Figure 1. Placement by cell class (run 1).
Bar = 20 microns.
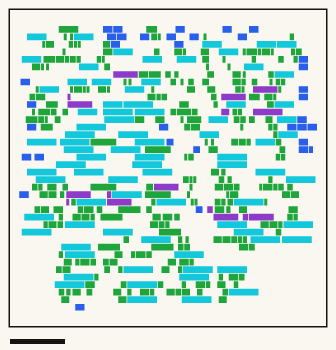
Figure 2. Routing congestion (run 1).
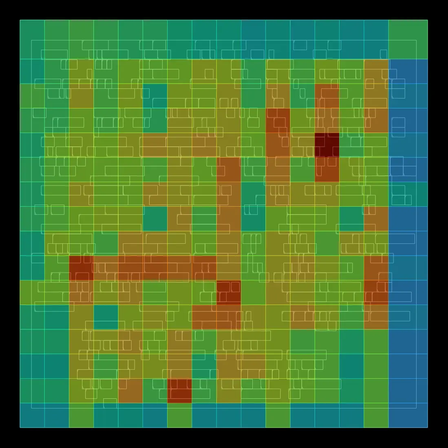
Figure 3. Drive-strength map (run 1).
Bar = 20 microns.
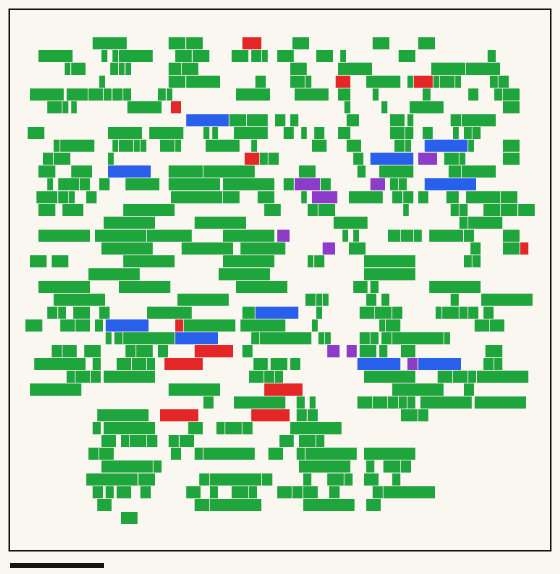
`config.mk`:
```
export PLATFORM = sky130hd
export DESIGN_NAME = bp_pred_unit
export DESIGN_NICKNAME = d
export VERILOG_FILES = /design/src/rtl/bp_pred_unit.sv
export SDC_FILE = /design/constraint.sdc
export NUM_CORES = 1
export LEC_CHECK = 0
export CAP_MARGIN = 20
export CELL_PAD_IN_SITES_DETAIL_PLACEMENT = 0
export CELL_PAD_IN_SITES_GLOBAL_PLACEMENT = 2
export CORE_MARGIN = 3
export CORE_UTILIZATION = 35
export CTS_CLUSTER_DIAMETER = 30
export DETAILED_ROUTE_END_ITERATION = 12
export PLACE_DENSITY_LB_ADDON = 0.1
export SYNTH_ARGS = -nofsm -noshare
export SYNTH_HDL_FRONTEND = slang
export SYNTH_SLANG_ARGS = --single-unit
```
`constraint.sdc`:
```
create_clock -name clk -period 4.05 [get_ports clk]
set_input_delay 0.6075 -clock clk [delete_from_list [all_inputs] [get_ports clk]]
set_output_delay 0.6075 -clock clk [all_outputs]
set_load 0.02 [all_outputs]
```
`src/rtl/bp_pred_unit.sv`:
```
// Branch direction predictor: a PC-indexed table of 2-bit saturating counters
// plus an in-order queue of in-flight predictions that is retired at resolve.
module bp_pred_unit #(
    parameter int unsigned IDX_BITS = 4,
    parameter int unsigned Q_DEPTH  = 4,
    parameter int unsigned PC_W     = 16
) (
    input  logic                       clk,
    input  logic                       rst,
    input  logic                       lookup_valid,
    input  logic [PC_W-1:0]            lookup_pc,
    output logic                       lookup_ready,
    output logic                       pred_taken,
    input  logic                       resolve_valid,
    input  logic                       resolve_taken,
    input  logic                       flush,
    output logic                       mispredict,
    output logic                       resolve_err,
    output logic [$clog2(Q_DEPTH):0]   q_count,
    output logic [15:0]                miss_count
);

    localparam int unsigned ENTRIES = 1 << IDX_BITS;
    localparam int unsigned PTR_W   = $clog2(Q_DEPTH);
    localparam int unsigned CNT_W   = PTR_W + 1;
    localparam int unsigned MISS_W  = 16;

    localparam logic [1:0]        CTR_RESET = 2'b01;
    localparam logic [MISS_W-1:0] MISS_MAX  = {MISS_W{1'b1}};

    // Counter state and queue storage
    logic [1:0]          tbl    [ENTRIES];
    logic [IDX_BITS-1:0] q_idx  [Q_DEPTH];
    logic                q_pred [Q_DEPTH];

    logic [PTR_W-1:0]    head;
    logic [PTR_W-1:0]    tail;

    logic [IDX_BITS-1:0] lookup_idx;
    logic [IDX_BITS-1:0] head_idx;
    logic                head_pred;
    logic                full;
    logic                empty;
    logic                push;
    logic                pop;
    logic                miss_now;
    logic                unused_pc_bits;

    // Saturating 2-bit counter step toward the observed outcome
    function automatic logic [1:0] ctr_step(input logic [1:0] c, input logic taken);
        logic [1:0] r;
        r = c;
        if (taken) begin
            if (c != 2'b11) r = c + 2'd1;
        end else begin
            if (c != 2'b00) r = c - 2'd1;
        end
        return r;
    endfunction

    always_comb begin
        lookup_idx     = lookup_pc[IDX_BITS-1:0];
        unused_pc_bits = ^lookup_pc[PC_W-1:IDX_BITS];
        pred_taken     = tbl[lookup_idx][1];
        full           = (q_count == CNT_W'(Q_DEPTH));
        empty          = (q_count == CNT_W'(0));
        lookup_ready   = !full && !flush;
        push           = lookup_valid && lookup_ready;
        pop            = resolve_valid && !empty;
        head_idx       = q_idx[head];
        head_pred      = q_pred[head];
        miss_now       = pop && (head_pred != resolve_taken);
    end

    // Table entries: pred_taken reads the pre-update value in the resolve cycle
    for (genvar g = 0; g < ENTRIES; g++) begin : g_tbl
        always_ff @(posedge clk) begin
            if (rst) begin
                tbl[g] <= CTR_RESET;
            end else if (pop && (head_idx == IDX_BITS'(g))) begin
                tbl[g] <= ctr_step(tbl[g], resolve_taken);
            end
        end
    end

    // Queue payload needs no reset: occupancy is tracked by q_count
    always_ff @(posedge clk) begin
        if (push) begin
            q_idx[tail]  <= lookup_idx;
            q_pred[tail] <= pred_taken;
        end
    end

    // Pointers and occupancy; flush wins over any push/pop bookkeeping
    always_ff @(posedge clk) begin
        if (rst || flush) begin
            head    <= '0;
            tail    <= '0;
            q_count <= '0;
        end else begin
            if (push) tail <= tail + PTR_W'(1);
            if (pop)  head <= head + PTR_W'(1);
            case ({push, pop})
                2'b10:   q_count <= q_count + CNT_W'(1);
                2'b01:   q_count <= q_count - CNT_W'(1);
                default: q_count <= q_count;
            endcase
        end
    end

    // Resolve result pulses and saturating miss statistic
    always_ff @(posedge clk) begin
        if (rst) begin
            mispredict  <= 1'b0;
            resolve_err <= 1'b0;
            miss_count  <= '0;
        end else begin
            mispredict  <= miss_now;
            resolve_err <= resolve_valid && empty;
            if (miss_now && (miss_count != MISS_MAX)) begin
                miss_count <= miss_count + MISS_W'(1);
            end
        end
    end

endmodule

```
==> reports/results.txt, run 1 <==
IO Count: 45
clock skew: 0.00566 ns
Post-Place Cells: 522
XOR/XNOR Area Share: 0.0872
Total Neg Setup Slack: 0 ns
largest net degree at the start of global routing: 53
root buffer cell: clkbuf_16
Insertion Delay late pin: 0.33 ns
total CTS buffers: 9
CTS tree: built
P per Cell Area: 373 nW/um^2
Crit path buffers/inverters: 2
WL/cell: 16.6 microns
top_reg_cell synth: edfxtp_1
largest reg by FF count: tbl
GRT overflow: 0
Post-synth EDFFs: 52
global-route usage over all layers: 0.147
Leakage: 1.63 nW
chip area: 13100 sq um
RSZ-0062 raised after global routing: no
routability cong.: 0.717
chip height: 114 microns
first-pass GRT wire length: 14900 microns
ao+oa area frac: 0.0708
via count: 2945
Final Cycle Share: 0.900
initial core utilization: 0.369
Slew headroom: 0.307
Avg Cell Area, Syn: 11.3 sq um
top achievable clock speed: 0.274 GHz
GR Util met3: 0.0412
maxcap violations: 0
# DRC: 0
Post-DP HPWL: 6230 microns
nets: 422
mapped cell area: 4120 sq um
OpenROAD warning count: 41
Die Wd: 114 microns
yosys simple share: 0.199
top flop regs: tbl x32, miss_count x16, q_idx x16
Clock Sinks: 79
run status: finished clean
yosys warning tally: 0
total power: 1.81 mW
maximum root-to-sink buffer count: 2
WP data arrival: 3.04 ns
## Picture notes: Figure 1
colour	class	cells	share of their area
blue	other buffers and delay cells	35	7.2%
green	all other logic	268	42%
cyan	flip-flops	79	45%
purple	clock drivers and dummy loads	16	6.2%
fin util: 0.434
final instance area: 4850 sq um
Seq area share: 0.433
Placement Rows: 38

## Picture notes: Figure 2
grt peak-use layer: met2
met2 GRT Util: 0.216
met1 Track Usage GR: 0.212

## Picture notes: Figure 3
colour	size	cells	share	most used
blue	drive 6 and up	10	2.5%	clkbuf_16
red	drive 2	12	3.0%	mux4_2
purple	drive 3 to 4	9	2.3%	buf_4
green	drive 1 or less	367	92%	edfxtp_1
Final WS setup: 0.407 ns
Non-clk bufs: 35
P&R area growth vs syn: 17.8%

-- run 1: path summary, 6_finish.rpt --
path,endpoint,start,slack (ns),depth (start not counted)
worst max-delay path,pred_taken,lookup_pc[0],0.41,4
worst min-delay path,miss_count[15],miss_count[15],0.51,2
worst min register to register,miss_count[15],miss_count[15],0.51,2
worst max register to register,tbl[10][0],flip-flop,1.49,3
-- run 1: cells in the mapped netlist (10+ instances only) --
master	count	area (sq um)
edfxtp_1	52	1560
nand3_1	36	180
nor2_1	32	120
dfxtp_1	27	541
or3_1	22	138
xnor2_1	22	193
and3_1	21	131
xor2_1	19	166
a41o_1	16	160
clkbuf_1	12	45.0
inv_1	11	41.3
a21oi_1	10	50.1
-- run 1: worst reg2reg max path: cells and delay by family (launching register included) --
kind	cells	cell delay (ns)
mux	1	0.75
flops	1	0.53
simple gates	2	0.99
-- run 1: layout make-up --
cell class	instances	area, sq um
clock buffer	11	233
clock inverter	5	56.3
sequential	79	2100
inverter	11	41.3
fill	1082	6320
timing repair buffer	35	338
tap	140	175
multi-input combinational	257	1910
-- run 1: layout by cell type (no fill, tap or decap), types with 7 or more instances in the layout --
cell type	instances
and3_1	21
a41o_1	16
xor2_1	19
mux2i_1	7
inv_1	11
nand3_1	36
a21oi_1	10
xnor2_1	22
or3_1	22
clkdlybuf4s50_1	31
dfxtp_1	27
nor2_1	32
clkbuf_16	9
edfxtp_1	52
-- run 1: per-layer routing --
layer | wire (microns) | up-vias
li1 | - | 1431
met4 | 100 | 0
met5 | 0 | -
met2 | 3960 | 74
met1 | 4360 | 1432
met3 | 531 | 8
-- run 1: report_power, final --
part | internal, mW | total [mW] | switching, mW
Combinational | 0.0558 | 0.128 | 0.0723
Sequential | 0.870 | 0.882 | 0.0117
Clock | 0.479 | 0.801 | 0.323
Figure 4. Logic cells by family (run 1).
Bar = 20 microns.
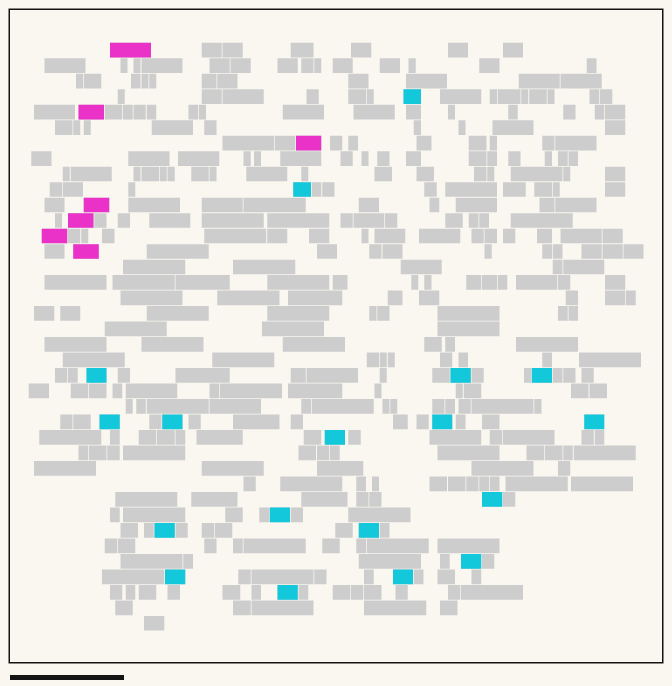

==> inputs of run 2 (changes only) <==
Settings changed: CORE_MARGIN 3 to 2, CTS_BUF_LIST set to sky130_fd_sc_hd__clkbuf_4.
Figure 5. Logic cells by family (run 2).
Bar = 20 microns.
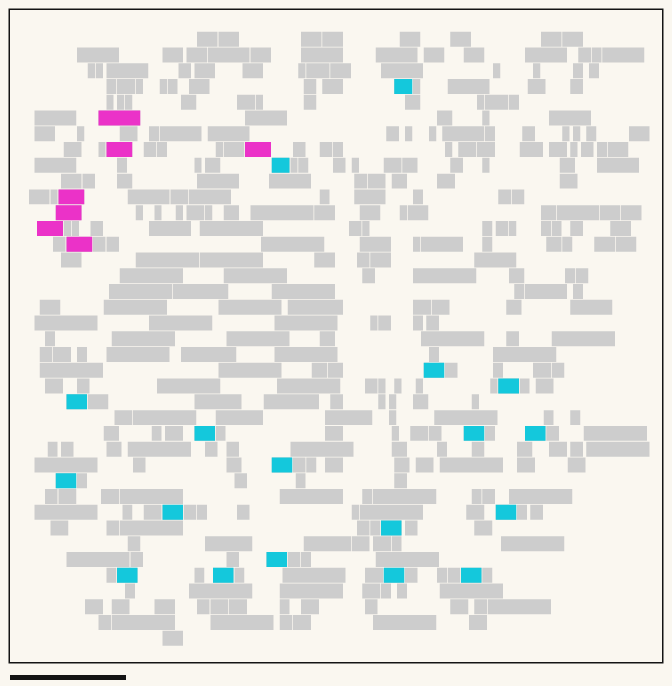
colour	family	cells	most used
cyan	AND-OR and OR-AND gates	18	a41o_1
magenta	adder and majority cells	7	ha_1
Commonest Layout Cell: edfxtp_1
Comb/total area: 0.406

Figure 6. Routing congestion (run 2).
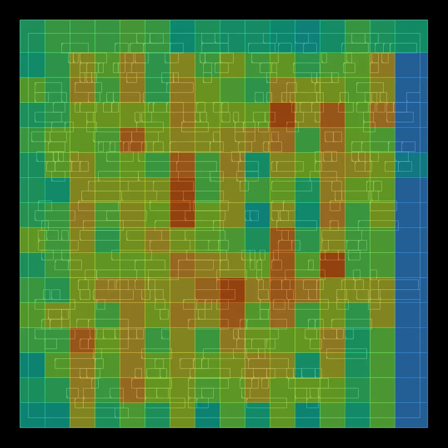
met2 GRT Util: 0.233
global-route usage over all layers: 0.153
WL/cell: 16.5 microns

==> run 2 against run 1 <==
Highest routed layer unchanged. Largest power group unchanged. First-iteration DRC count shrank 41%. Cell count grew 0.74%. Design area fell by 3.3%.
==> reports/results.txt, run 2 <==
Storage cell area: 2100 sq um (unchanged)
initial core utilization: 0.359 (-0.00945)
IO Count: 45 (unchanged)
Internal Power: 1.06 mW (-24%)
Post-Place Cells: 526 (+0.77%)
run status: finished clean
P&R area growth vs syn: 13.9%
top flop regs: tbl x32, miss_count x16, q_idx x16
# DRC: 0 (unchanged)
WP data arrival: 3.06 ns (+0.02 ns)
GRT overflow: 0 (unchanged)
via count: 2903 (-1.4%)
Sw Pwr: 0.380 mW (-6.7%)
Final WS setup: 0.385 ns (-0.0215 ns)
mapped cell area: 4120 sq um (unchanged)
register share of total power: 0.611 (+0.124)
Fillers: 1079 (-0.28%)
Post-DP HPWL: 6170 microns (-1.1%)
top cells by count: 52 x edfxtp_1, 36 x nand3_1, 32 x nor2_1, 27 x dfxtp_1
largest reg by FF count: tbl
top-count cell post-synth: edfxtp_1
first-pass GRT wire length: 15100 microns (+1.1%)
OpenROAD warning count: 41 (unchanged)
fin util: 0.409 (-0.0250)
Placement Rows: 39 (+2.6%)
Slew headroom: 0.303 (-0.00404)
Post-synth EDFFs: 52 (unchanged)
Top Layout Cells: 52 x edfxtp_1, 36 x nand3_1, 32 x nor2_1
top_reg_cell synth: edfxtp_1
P per Cell Area: 307 nW/um^2 (-18%)
clock skew: 0.0285 ns (+0.0228 ns)
Clock Sinks: 79 (unchanged)
[run 2: power groups by stage]
stage / Sequential, mW / Clock [mW] / Combinational (mW)
final: 0.881 / 0.432 / 0.130
after global routing: 0.884 / 0.490 / 0.144
after CTS: 0.881 / 0.457 / 0.132
after detailed placement: 0.900 / 0 / 0.131
after global placement: 0.899 / 0 / 0.129
after floorplan: 0.897 / 0 / 0.0866
[run 2: final timing paths]
path	slack (ns)	depth (start not counted)	from	endpoint
setup / recovery	0.39	4	lookup_pc[0]	pred_taken
hold reg to reg	0.52	2	miss_count[15]	miss_count[15]
setup reg to reg	1.52	4	flip-flop	tbl[0][1]
hold / removal	0.52	2	miss_count[15]	miss_count[15]
[run 2: kinds of logic after synthesis]
family,share of synthesized area
adders and majority gates,0.0231
buffers and inverters,0.0270
and+or+nand+nor,0.199
AOI/OAI and AO/OA,0.0708
xor gates and xnor gates,0.0872
muxes,0.0826
DFF,0.510
[run 2: layer usage]
layer  global-route usage  vias to the layer above  part of all wire
met5                    0                        -                 0
met4               0.0415                        0             0.012
met3               0.0518                        8             0.042
met2                0.233                       47              0.45
met1                0.209                     1416              0.50
li1                     -                     1432                 -
[run 2: area by class of cell]
| cell class | count | area share |
|---|---|---|
| Clock buffer | 10 | 0.0160 |
| Inverter | 11 | 0.00880 |
| Tap cell | 143 | 0.0381 |
| Timing Repair Buffer | 36 | 0.0736 |
| Sequential cell | 79 | 0.448 |
| Clock inverter | 6 | 0.00933 |
| Multi-Input combinational cell | 257 | 0.406 |
[run 2: critical path: cells and delay by family]
kind,cells,cell delay [ns]
buffers and inverters,2,1.31
muxes,2,1.12
Power figures rest on the tool's default switching activity, not on a simulated workload.
